==> run_1/sizes.png <==
Bar = 20 µm.
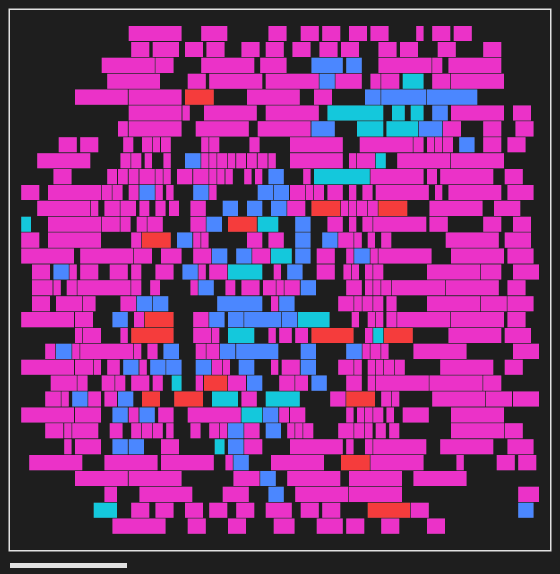
==> run_1/clocks.png <==
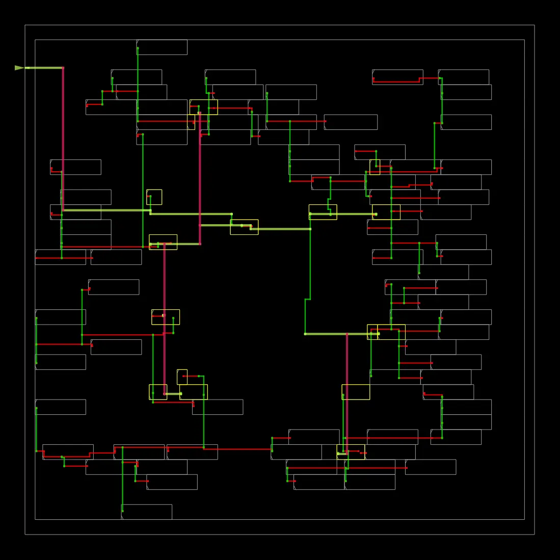
==> run_1/layer_met2.png <==
Cells faint in the background.
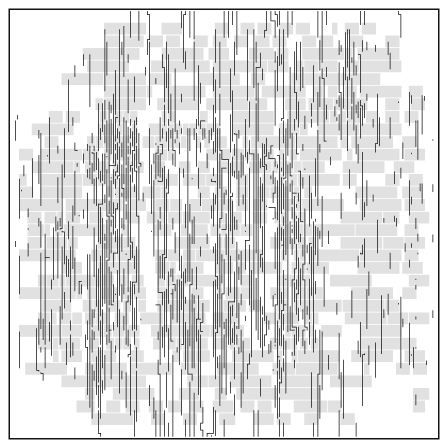
--- src/rtl/reg_write_decoder.sv ---
// rtl/reg_write_decoder.sv - dual-port register-file write decoder with clear sweep
// Port A has priority on same-index collisions; collisions are counted and saturate.
module reg_write_decoder #(
   parameter int SEL_W          = 5,
   parameter int MASK_ZERO      = 1,
   parameter int SWEEP_ON_RESET = 1
) (
   input  logic                     clk,
   input  logic                     rst_n,
   input  logic                     en_a_i,
   input  logic [SEL_W-1:0]         sel_a_i,
   input  logic                     en_b_i,
   input  logic [SEL_W-1:0]         sel_b_i,
   input  logic                     start_sweep_i,
   output logic                     ready_o,
   output logic [(2**SEL_W)-1:0]    ld_o,
   output logic [(2**SEL_W)-1:0]    src_o,
   output logic                     sweep_o,
   output logic                     conflict_o,
   output logic [7:0]               conflict_cnt_o
);

   localparam int NUM_OUT = 2**SEL_W;

   typedef enum logic {SWEEP = 1'b0, RUN = 1'b1} state_t;

   state_t             state;
   logic [SEL_W-1:0]   idx;

   logic               a_ok;
   logic               b_ok;
   logic               coll;
   logic [NUM_OUT-1:0] vec_a;
   logic [NUM_OUT-1:0] vec_b;

   function automatic logic [NUM_OUT-1:0] onehot(input logic [SEL_W-1:0] s);
      logic [NUM_OUT-1:0] v;
      v    = '0;
      v[s] = 1'b1;
      return v;
   endfunction

   // Index 0 is the hard-wired zero register when masked: it never loads in RUN.
   always_comb begin
      a_ok  = en_a_i && !((MASK_ZERO != 0) && (sel_a_i == '0));
      b_ok  = en_b_i && !((MASK_ZERO != 0) && (sel_b_i == '0));
      coll  = a_ok && b_ok && (sel_a_i == sel_b_i);
      vec_a = a_ok ? onehot(sel_a_i) : '0;
      vec_b = b_ok ? onehot(sel_b_i) : '0;
   end

   assign ready_o = (state == RUN);
   assign sweep_o = (state == SWEEP);

   always_ff @(posedge clk or negedge rst_n) begin
      if (!rst_n) begin
         state          <= (SWEEP_ON_RESET != 0) ? SWEEP : RUN;
         idx            <= '0;
         ld_o           <= '0;
         src_o          <= '0;
         conflict_o     <= 1'b0;
         conflict_cnt_o <= 8'd0;
      end else begin
         case (state)
            SWEEP: begin
               ld_o       <= onehot(idx);
               src_o      <= '0;
               conflict_o <= 1'b0;
               if (&idx) begin
                  state <= RUN;
                  idx   <= '0;
               end else begin
                  idx <= idx + 1'b1;
               end
            end
            default: begin
               ld_o       <= vec_a | vec_b;
               src_o      <= vec_b & ~vec_a;
               conflict_o <= coll;
               if (coll && (conflict_cnt_o != 8'hFF))
                  conflict_cnt_o <= conflict_cnt_o + 8'd1;
               if (start_sweep_i) begin
                  state <= SWEEP;
                  idx   <= '0;
               end
            end
         endcase
      end
   end

endmodule

--- config.mk ---
export PLATFORM = sky130hd
export DESIGN_NAME = reg_write_decoder
export DESIGN_NICKNAME = d
export VERILOG_FILES = /design/src/rtl/reg_write_decoder.sv
export SDC_FILE = /design/constraint.sdc
export NUM_CORES = 1
export LEC_CHECK = 0
export ABC_AREA = 0
export CAP_MARGIN = 0
export CORE_MARGIN = 1.5
export CORE_UTILIZATION = 44
export DETAILED_ROUTE_END_ITERATION = 16
export PLACE_DENSITY_LB_ADDON = 0.15
export SYNTH_ARGS = -nofsm -noshare
export SYNTH_HDL_FRONTEND = slang
export SYNTH_SLANG_ARGS = --single-unit
--- constraint.sdc ---
create_clock -name clk -period 1.6 [get_ports clk]
set_input_delay 0.32 -clock clk [delete_from_list [all_inputs] [get_ports clk]]
set_output_delay 0.32 -clock clk [all_outputs]
set_load 0.02 [all_outputs]
==> flow_summary.ini, run 1 <==
; physical design summary
[layout]
fin_area_um2 = 5210
largest_registers = ld_o (32), src_o (32), conflict_cnt_o (8)
stdcell_count = 601
n_all_buffers = 154
seq_area_um2 = 1980
nNetsFinal = 513
final_util_pct = 67.4

[floorplanning]
rows = 32
core_area_um2 = 7730
die_h_um = 92.4

[grt]
grt.overflow.total = 0
antenna_found_initial = 0
grt_usage_pct = 22.9
grt_pass1_vias = 3083
top_usage_layer = met2

[drt]
routed_via_density = 5.22
wl_met1_um = 4010
first_iter_violations = 160
wirelength_um = 9440
ant_nets = 0

[worst_setup_path]
cpMaxStageDelayCell = dfrtp_1
critPathCapture = ready_o
crit_family = flip-flops
cp-startpoint = ready_o$_DFF_PN0_
r2r_end = conflict_cnt_o[1]$_DFFE_PN0P_
crit_fanout = 9

[place]
post-place-ws_ns = -0.551
portBuffers = 89
placed_cell_area_um2 = 4920
gp_congestion = 0.911

[power_and_ir_drop]
peakVddDrop_v = 0.000700
p_per_area_nw_per_um2 = 1020
p_comb_share_pct = 30.8

[yosys]
ys_cells = 354
top_cells_by_count = dfrtp_1, nand2_1, a21oi_1
synth.avg_cell_area_um2 = 9.94
ys.flops = 79
synth-edff-count = 0
ys_sh_aoi_pct = 10.3
ys_sh_adder_pct = 2.13
ys_warn_count = 0
synthTopLogicFamily = simple AND/OR/NAND/NOR gates

[outcome]
status = finished clean

[run]
openroad.warnings = 30

[hold_path]
hold_path_depth = 4
hold_end = src_o[28]$_DFF_PN0_

[final_timing]
fin_setup_tns_ns = 0
setup_violations = 0
whs_ns = 0.397
Back to the opening pictures, sizes.png:
_6 and larger -> red  # cells 15, share 3.0%
_2 cells -> cyan  # cells 21, share 4.2%
_0 and _1 cells -> magenta  # cells 391, share 79%
_3 and _4 cells -> blue  # cells 70, share 14%

Back to the opening pictures, clocks.png:
# clock sinks: 79
clk_lat worst skew: 0.35 ns
CTS buffer count: 9

Back to the opening pictures, layer_met2.png:
nets with wire on the layer = 449
longest straight run = 40.1 µm
main direction = vertical
wire length on this layer = 4580 µm

==> run 1 -> run 2 <==
--- a/config.mk
+++ b/config.mk
@@ -8,8 +8,9 @@
 export ABC_AREA = 0
 export CAP_MARGIN = 0
 export CORE_MARGIN = 1.5
-export CORE_UTILIZATION = 44
+export CORE_UTILIZATION = 56
 export DETAILED_ROUTE_END_ITERATION = 16
+export DONT_BUFFER_PORTS = 1
 export PLACE_DENSITY_LB_ADDON = 0.15
 export SYNTH_ARGS = -nofsm -noshare
 export SYNTH_HDL_FRONTEND = slang
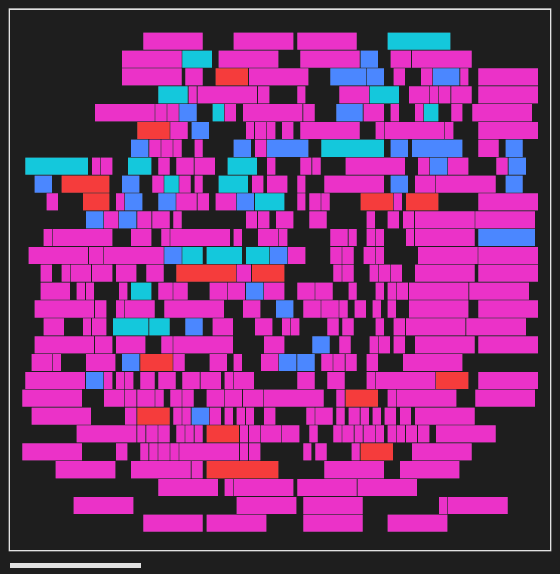
(run_2/sizes.png)
Bar = 20 µm.
_3 and _4 cells -> blue  # cells 36, share 9.6%
_6 and larger -> red  # cells 15, share 4.0%
_0 and _1 cells -> magenta  # cells 304, share 81%
_2 cells -> cyan  # cells 19, share 5.1%

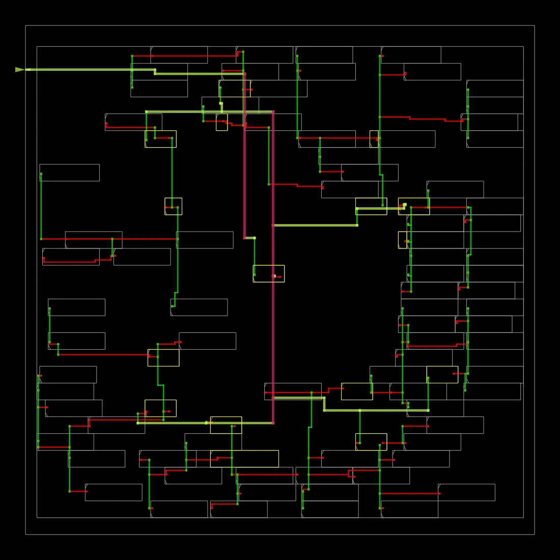
(run_2/clocks.png)
clock buffers: 13
clock-net power: 1480 µW

==> flow_summary.ini, run 2 <==
; physical design summary
[layout]
nNetsFinal = 390
seq_area_um2 = 1980
final_util_pct = 67.7
largest_registers = ld_o (32), src_o (32), conflict_cnt_o (8)

[drt]
wl_met1_um = 3650
ant_nets = 0

[outcome]
violations = negative hold slack
status = finished with violations

[floorplanning]
rows = 28
core_area_um2 = 5990

[yosys]
synthTopLogicFamily = simple AND/OR/NAND/NOR gates
ys_sh_adder_pct = 2.13
ys_warn_count = 0
synth-edff-count = 0
top_cells_by_count = dfrtp_1, nand2_1, a21oi_1

[power_and_ir_drop]
p_per_area_nw_per_um2 = 1270
peakVddDrop_v = 0.000908

[grt]
grt.overflow.total = 0
top_usage_layer = met2

[final_timing]
final_hold_viol_count = 79
whs_ns = -0.342

[run]
openroad.warnings = 32
==> run 2 -> run 3 <==
--- a/config.mk
+++ b/config.mk
@@ -12,6 +12,7 @@
 export DETAILED_ROUTE_END_ITERATION = 16
 export DONT_BUFFER_PORTS = 1
 export PLACE_DENSITY_LB_ADDON = 0.15
+export SKIP_CTS_REPAIR_TIMING = 1
 export SYNTH_ARGS = -nofsm -noshare
 export SYNTH_HDL_FRONTEND = slang
 export SYNTH_SLANG_ARGS = --single-unit
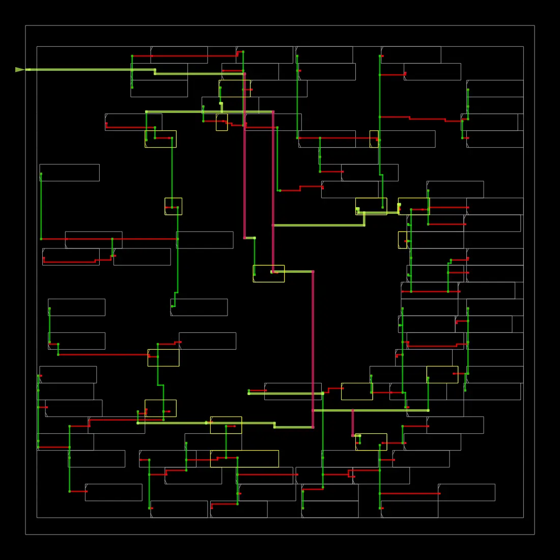
(run_3/clocks.png)
clock-net power: 1490 µW
Clock Skew: 0.00960 ns
Flops: 79

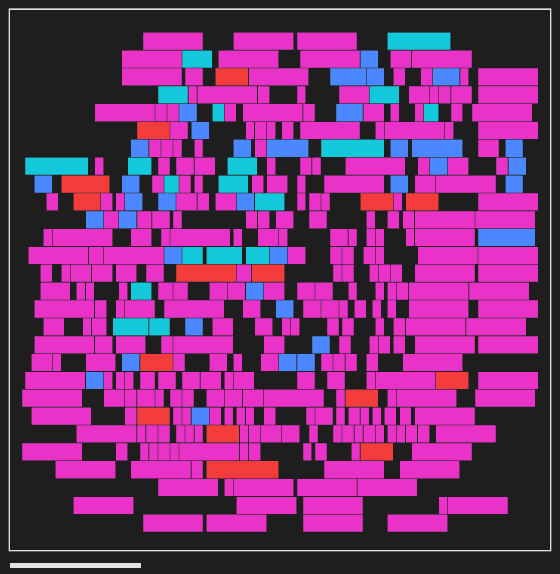
(run_3/sizes.png)
Bar = 20 µm.
_3 and _4 cells -> blue  # cells 36, share 9.6%
_0 and _1 cells -> magenta  # cells 304, share 81%
_2 cells -> cyan  # cells 19, share 5.1%
_6 and larger -> red  # cells 15, share 4.0%

==> flow_summary.ini, run 3 <==
; physical design summary
[outcome]
status = finished with violations
violations = negative hold slack

[worst_setup_path]
cpMaxStageDelayCell = dfrtp_2
crit_fanout = 5
r2r_end = conflict_cnt_o[1]$_DFFE_PN0P_
critPathCapture = conflict_cnt_o[1]$_DFFE_PN0P_

[layout]
fin_area_um2 = 4060
nNetsFinal = 390
clockBufferCount = 13
stdcell_count = 449

[run]
openroad.warnings = 31

[grt]
grt.overflow.total = 0
top_usage_layer = met2
antenna_found_initial = 0

[power_and_ir_drop]
p_comb_share_pct = 21.8

[floorplanning]
die_h_um = 82.3

[final_timing]
fin_setup_tns_ns = 0
whs_ns = -0.348
final_hold_viol_count = 79

[place]
post-place-ws_ns = -0.0635

[yosys]
ys.flops = 79
ys_sh_aoi_pct = 10.3
synth.avg_cell_area_um2 = 9.94
ys_warn_count = 0
top_cells_by_count = dfrtp_1, nand2_1, a21oi_1
ys_cells = 354

[drt]
ant_nets = 0
routed_via_density = 6.09
wirelength_um = 8950

[cts]
cts_sinks = 79

==> gallery <==
Signal wires by layer.
Only two layers are drawn.
panel A
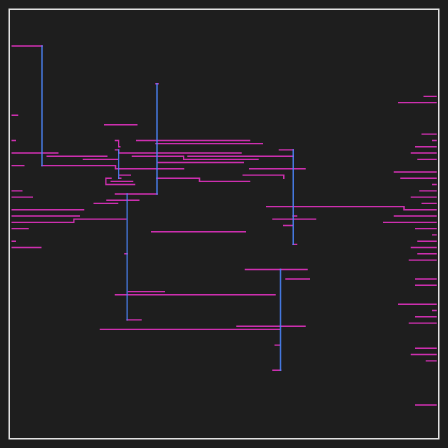
panel B
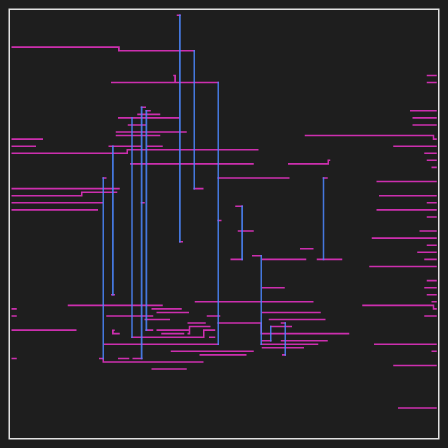
Panel A is run 1.
Panel B is run 2.

Power is estimated from default activity; no workload was simulated.
